==> config.mk <==
export PLATFORM = sky130hd
export DESIGN_NAME = dvi_capture
export DESIGN_NICKNAME = d
export VERILOG_FILES = /design/src/rtl/dvi_capture.sv
export SDC_FILE = /design/constraint.sdc
export NUM_CORES = 1
export LEC_CHECK = 0
export CORE_MARGIN = 4
export CORE_UTILIZATION = 58
export CTS_CLUSTER_SIZE = 12
export DETAILED_ROUTE_END_ITERATION = 12
export PLACE_DENSITY = 0.88
export SLEW_MARGIN = 15
export SYNTH_ARGS = -nofsm -noshare
export SYNTH_HDL_FRONTEND = slang
export SYNTH_SLANG_ARGS = --single-unit
==> constraint.sdc <==
create_clock -name clk -period 10.7 [get_ports clk]
set_input_delay 1.605 -clock clk [delete_from_list [all_inputs] [get_ports clk]]
set_output_delay 1.605 -clock clk [all_outputs]
set_load 0.02 [all_outputs]
==> src/rtl/dvi_capture.sv <==
// dvi_capture: receive-side DVI pixel capture into a framebuffer write port,
// with line/frame geometry checking and sync timing measurement.
module dvi_capture #(
  parameter int hori_visible_area = 1024,
  parameter int vert_visible_area = 768,
  parameter bit sync_polarity     = 1'b0,
  parameter int RAM_width         = 1,
  parameter int RAM_depth         = 786432,
  parameter int RAM_depth_bits    = $clog2(RAM_depth)
) (
  input  logic                      clk,
  input  logic                      rst,
  input  logic                      vid_de,
  input  logic                      vid_h,
  input  logic                      vid_v,
  input  logic [23:0]               vid_data,
  input  logic                      capture_en,
  input  logic                      err_clear,
  output logic [RAM_depth_bits-1:0] framebuffer_addr,
  output logic [RAM_width-1:0]      framebuffer_wdata,
  output logic                      framebuffer_we,
  output logic                      frame_done,
  output logic                      locked,
  output logic                      err_line_len,
  output logic                      err_frame,
  output logic [15:0]               measured_h_total,
  output logic [15:0]               measured_v_total
);

  localparam logic [15:0] HV    = 16'(hori_visible_area);
  localparam logic [15:0] VV    = 16'(vert_visible_area);
  localparam logic [31:0] HW    = 32'(hori_visible_area);
  localparam logic [31:0] DEPTH = 32'(RAM_depth);
  localparam logic        INACT = ~sync_polarity;

  typedef enum logic {SEARCH, CAPTURE} state_t;

  state_t state_q, state_d;

  logic                 s1_de, s2_de;
  logic                 s1_h, s2_h;
  logic                 s1_v, s2_v;
  logic [RAM_width-1:0] s1_pix;

  logic [15:0] x_q, y_q, x_e, y_e;
  logic [31:0] base_q, addr_q, base_e, addr_e;
  logic        line_err_q;
  logic [1:0]  good_cnt;
  logic [15:0] h_cnt, v_cnt;

  logic hs_edge, vs_edge, de_fall;
  logic cap, wr, line_end, line_bad;
  logic frame_end, frame_good, frame_bad_y;

  // Only the top RAM_width bits of a pixel are stored.
  logic unused_pix;
  assign unused_pix = ^vid_data;

  function automatic logic [15:0] inc_sat(input logic [15:0] v);
    return (v == 16'hFFFF) ? v : v + 16'd1;
  endfunction

  assign hs_edge = (s1_h == sync_polarity) && (s2_h != sync_polarity);
  assign vs_edge = (s1_v == sync_polarity) && (s2_v != sync_polarity);
  assign de_fall = s2_de && !s1_de;
  assign locked  = (good_cnt == 2'd2);

  // A VSYNC edge restarts position before this cycle's pixel is placed.
  always_comb begin
    state_d = state_q;
    x_e     = x_q;
    y_e     = y_q;
    base_e  = base_q;
    addr_e  = addr_q;
    if (vs_edge) begin
      state_d = capture_en ? CAPTURE : SEARCH;
      x_e     = '0;
      y_e     = '0;
      base_e  = '0;
      addr_e  = '0;
    end
    cap         = (state_d == CAPTURE);
    wr          = cap && s1_de && (x_e < HV) &&
                  (y_e < VV) && (addr_e < DEPTH);
    line_end    = cap && de_fall && !vs_edge;
    line_bad    = line_end && (x_q != HV);
    frame_end   = vs_edge && (state_q == CAPTURE);
    frame_good  = frame_end && (y_q == VV) && !line_err_q;
    frame_bad_y = frame_end && (y_q != VV);
  end

  always_ff @(posedge clk or posedge rst) begin
    if (rst) begin
      s1_de             <= 1'b0;
      s2_de             <= 1'b0;
      s1_h              <= INACT;
      s2_h              <= INACT;
      s1_v              <= INACT;
      s2_v              <= INACT;
      s1_pix            <= '0;
      state_q           <= SEARCH;
      x_q               <= '0;
      y_q               <= '0;
      base_q            <= '0;
      addr_q            <= '0;
      line_err_q        <= 1'b0;
      good_cnt          <= '0;
      framebuffer_we    <= 1'b0;
      framebuffer_addr  <= '0;
      framebuffer_wdata <= '0;
      frame_done        <= 1'b0;
      err_line_len      <= 1'b0;
      err_frame         <= 1'b0;
      h_cnt             <= '0;
      v_cnt             <= '0;
      measured_h_total  <= '0;
      measured_v_total  <= '0;
    end else begin
      s1_de  <= vid_de;
      s2_de  <= s1_de;
      s1_h   <= vid_h;
      s2_h   <= s1_h;
      s1_v   <= vid_v;
      s2_v   <= s1_v;
      s1_pix <= vid_data[23 -: RAM_width];

      state_q           <= state_d;
      framebuffer_we    <= wr;
      framebuffer_addr  <= addr_e[RAM_depth_bits-1:0];
      framebuffer_wdata <= s1_pix;
      frame_done        <= frame_good;

      x_q    <= x_e;
      y_q    <= y_e;
      base_q <= base_e;
      addr_q <= addr_e;
      if (cap && s1_de) begin
        x_q    <= inc_sat(x_e);
        addr_q <= addr_e + 32'd1;
      end else if (line_end) begin
        // Each line restarts at its own row base, even after a short line.
        x_q    <= '0;
        y_q    <= inc_sat(y_q);
        base_q <= base_q + HW;
        addr_q <= base_q + HW;
      end

      if (vs_edge)
        line_err_q <= 1'b0;
      else if (line_bad)
        line_err_q <= 1'b1;

      if (frame_good)
        good_cnt <= (good_cnt == 2'd2) ? good_cnt : good_cnt + 2'd1;
      else if (frame_end)
        good_cnt <= '0;

      err_line_len <= (err_line_len && !err_clear) || line_bad;
      err_frame    <= (err_frame && !err_clear) || frame_bad_y;

      if (hs_edge) begin
        measured_h_total <= h_cnt;
        h_cnt            <= 16'd1;
      end else begin
        h_cnt <= inc_sat(h_cnt);
      end

      if (vs_edge) begin
        measured_v_total <= v_cnt;
        v_cnt            <= {15'd0, hs_edge};
      end else if (hs_edge) begin
        v_cnt <= inc_sat(v_cnt);
      end
    end
  end

endmodule

==> results.toml <==
# synthesis and place-and-route metrics
[status]
status = "complete, no violations"

[placed_design]
place_inst = 1241
hpwl_um = 13300
port_buffers = 65
place_congestion = 0.894

[setup_path]
end_kind = "flip-flop"
cp-start-kind = "input port"
worstPathMaxFanout = 29
cp_data_required_time_ps = 10970
critPathKind = "in -> reg"
crit_arrival_ps = 3620

[timing]
slew_violations = 0
min_period_ps = 3350
fin_skew_ps = 11.6
tightest_slew_ps = 916
slew_headroom_pct = 38.9
hold_violations = 0
period_used_pct = 31.3
rsz0062_at_grt = "no"
fin_setup_tns_ps = 0
max_freq_mhz = 298
finalSetupViolCount = 0

[cts]
post_cts_resized = 0
cts-root-buf = "clkbuf_16"
htree_num_levels = 4
cts_tree = "done"
clock-sinks = 196
clk_latency_ps = 440
cts_hold_buf = 0
postCtsSetupBuffers = 0
cts-buffers-inserted = 17
cts_buffer_depth = 2
path_clk_slew_ps = 70

[yosys]
synth_cell_types = 70
ys.flop_type = "dfrtp_1"
yosys_cells = 999
netlist_area_um2 = 9480
ys_area_um2 = 9480
edf_count = 0
syn-instance-count = 999
yosys-top-cells-count = "nand2_1, dfrtp_1, nor2_1, nand3_1, xor2_1"
synth.area.top_cells = "dfrtp_1, nand2_1, xor2_1"
ys_warn_count = 0
yosysMostFrequentCell = "nand2_1"
syn_nets = 1037
ys_async_sr_fraction_pct = 100
ys_seq_share_pct = 51.8
top_area_cell = "dfrtp_1"
synth_top_area_share_pct = 50.7
avgSynthCellArea_um2 = 9.49
ys.flops = 196

[job]
max-cap-violations = 0
warning_count = 52

[global_route]
grt-ovfl-total = 0
grt_pass1_wl_um = 35600
antenna_found_initial = 0
grt_pass1_vias = 7409
grt_usage_pct = 23.9
grt_max_degree = 134

[detailed_routing]
viasPerCell = 5.89
drt_first_pass_iters = 5
drtIter0Drc = 679
detail-route-antenna-nets = 0
route.detailed.drc = 0
vias = 7496
drt_wl_total_um = 20600

[finish]
final_cells = 1272
drive_gt1_share_pct = 6.82
insertedDiodeCount = 0
nNetsFinal = 1082
area_growth_pct = 14.0

[pwr]
p_leak_nw = 4.92
p_per_area_nw_per_um2 = 147
vdd_drop_max_mv = 0.119

[floorplan]
initCoreUtil_pct = 59.4
die_area_um2 = 18400
ios = 89
die_height_um = 136
die_w_um = 136

[min_path]
hold_class = "reg -> reg"
-- cell families (layout without fill, tap and decap cells) --
logic type	Yosys count	in the layout	share of synthesized area, %
flip-flops	196	196	51.8
buffers and inverters	69	126	3.27
AND-OR/OR-AND	142	142	9.74
adder cells (fa/ha/maj)	7	7	0.924
XOR/XNOR	72	72	6.65
AND/OR/NAND/NOR	506	506	26.8
multiplexers	7	7	0.766
-- registers in the layout, indices dropped and copies added, names as in the netlist --
name	flops
addr_q	32
base_q	32
framebuffer_addr	20
h_cnt	16
measured_h_total	16
measured_v_total	16
v_cnt	16
x_q	16
y_q	16
good_cnt	2
err_frame	1
err_line_len	1
frame_done	1
framebuffer_wdata	1
framebuffer_we	1
line_err_q	1
s1_de	1
s1_h	1
s1_pix	1
s1_v	1
s2_de	1
s2_h	1
s2_v	1
state_q	1
-- final timing paths --
check | startpoint | endpoint | slack, ps | depth (start not counted)
max reg2reg | s1_v$_DFF_PP1_ | x_q[4]$_DFF_PP0_ | 7530 | 7
min in group asynchronous | rst | measured_h_total[12]$_DFFE_PP0P_ | 1760 | 2
max in group asynchronous | rst | y_q[7]$_DFFE_PP0P_ | 7610 | 3
min reg2reg | s1_pix$_DFF_PP0_ | framebuffer_wdata$_DFF_PP0_ | 350 | 0
max | capture_en | addr_q[15]$_DFF_PP0_ | 7350 | 8
min | s1_pix$_DFF_PP0_ | framebuffer_wdata$_DFF_PP0_ | 350 | 0
-- cells in the final DEF, fill, tap and decap left out, types with 28 or more instances in the layout --
| master | Yosys | routed |
|---|---|---|
| nand2_1 | 195 | 195 |
| xor2_1 | 46 | 46 |
| and2_1 | 28 | 28 |
| a21oi_1 | 37 | 36 |
| nand4_1 | 36 | 36 |
| nand3_1 | 57 | 57 |
| clkdlybuf4s50_1 | 0 | 65 |
| nor2_1 | 79 | 79 |
| dfrtp_1 | 192 | 192 |
| o21ai_0 | 41 | 41 |
-- per-stage QoR --
stage,hold WS [ps],worst slack [ps],util [%],instance area (µm²),power (mW)
global placement,337,6990,64.3,10200,0.981
finish,350,7350,67.8,10800,1.59
CTS,353,7340,67.8,10800,1.60
floorplan,331,3760,-,9480,0.925
global route,364,7220,67.8,10800,1.65
detailed placement,336,6930,64.3,10200,0.989
-- final cells by class --
cell class	count	area (µm²)
Clock buffer	21	460
Clock inverter	10	97.6
Fill cell	1241	5140
Inverter	23	93.8
Multi-Input combinational cell	734	4270
Sequential cell	196	4910
Tap cell	216	270
Timing Repair Buffer	72	703
-- routing by layer --
layer | routed length (µm) | track usage (%) | vias up | part of all wire [%]
li1 | - | - | 3576 | -
met1 | 8920 | 31.4 | 3633 | 43
met2 | 10000 | 38.8 | 240 | 49
met3 | 1180 | 5.11 | 47 | 5.7
met4 | 494 | 9.69 | 0 | 2.4
met5 | 0 | 0 | - | 0
-- critical path, cell delays in order --
cell and delay, ps:
clkdlybuf4s50_1 500, and4b_1 220, a21oi_2 30, buf_4 270
nor3_2 490, nand4_1 190, a31oi_1 200, o22ai_1 110
-- power by group --
part	internal [mW]	total, mW	switching (mW)
sequential	0.775	0.809	0.0338
combinational	0.0585	0.167	0.108
clock	0.334	0.611	0.278
total	1.17	1.59	0.420
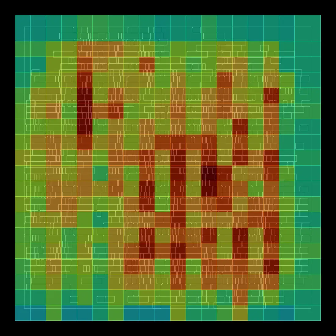
Figure 1: routing congestion map.
met3 usage: 5.11%
Routed WL per cell: 16.2 µm

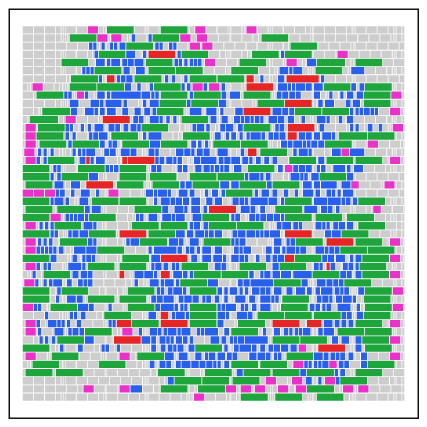
Figure 2: cells colored by class.
(3 px per µm) Fill, decap, tap and diode cells in gray.
legend:
  magenta:
    class: remaining buffers and delay cells
    cells: 72
  red:
    class: clock drivers and dummy loads
    cells: 31
  blue:
    class: remaining logic cells
    cells: 757
  green:
    class: sequential cells
    cells: 196
Final Cell Area: 10,800 µm²
core area: 15,900 µm²
flop share of the area: 45.4%
Site Rows: 46

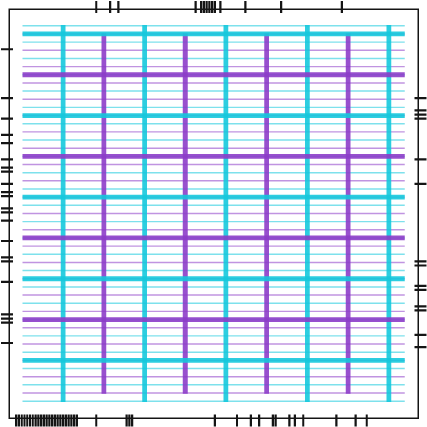
Figure 3: supply network.
(3 px per µm) Pins as bars on the die edge.
legend:
  purple:
    net: VDD
  cyan:
    net: VSS
met5 straps: 9
rows: 46
signal pins: 89
met1 rails: 47

Power is estimated from default activity; no workload was simulated.
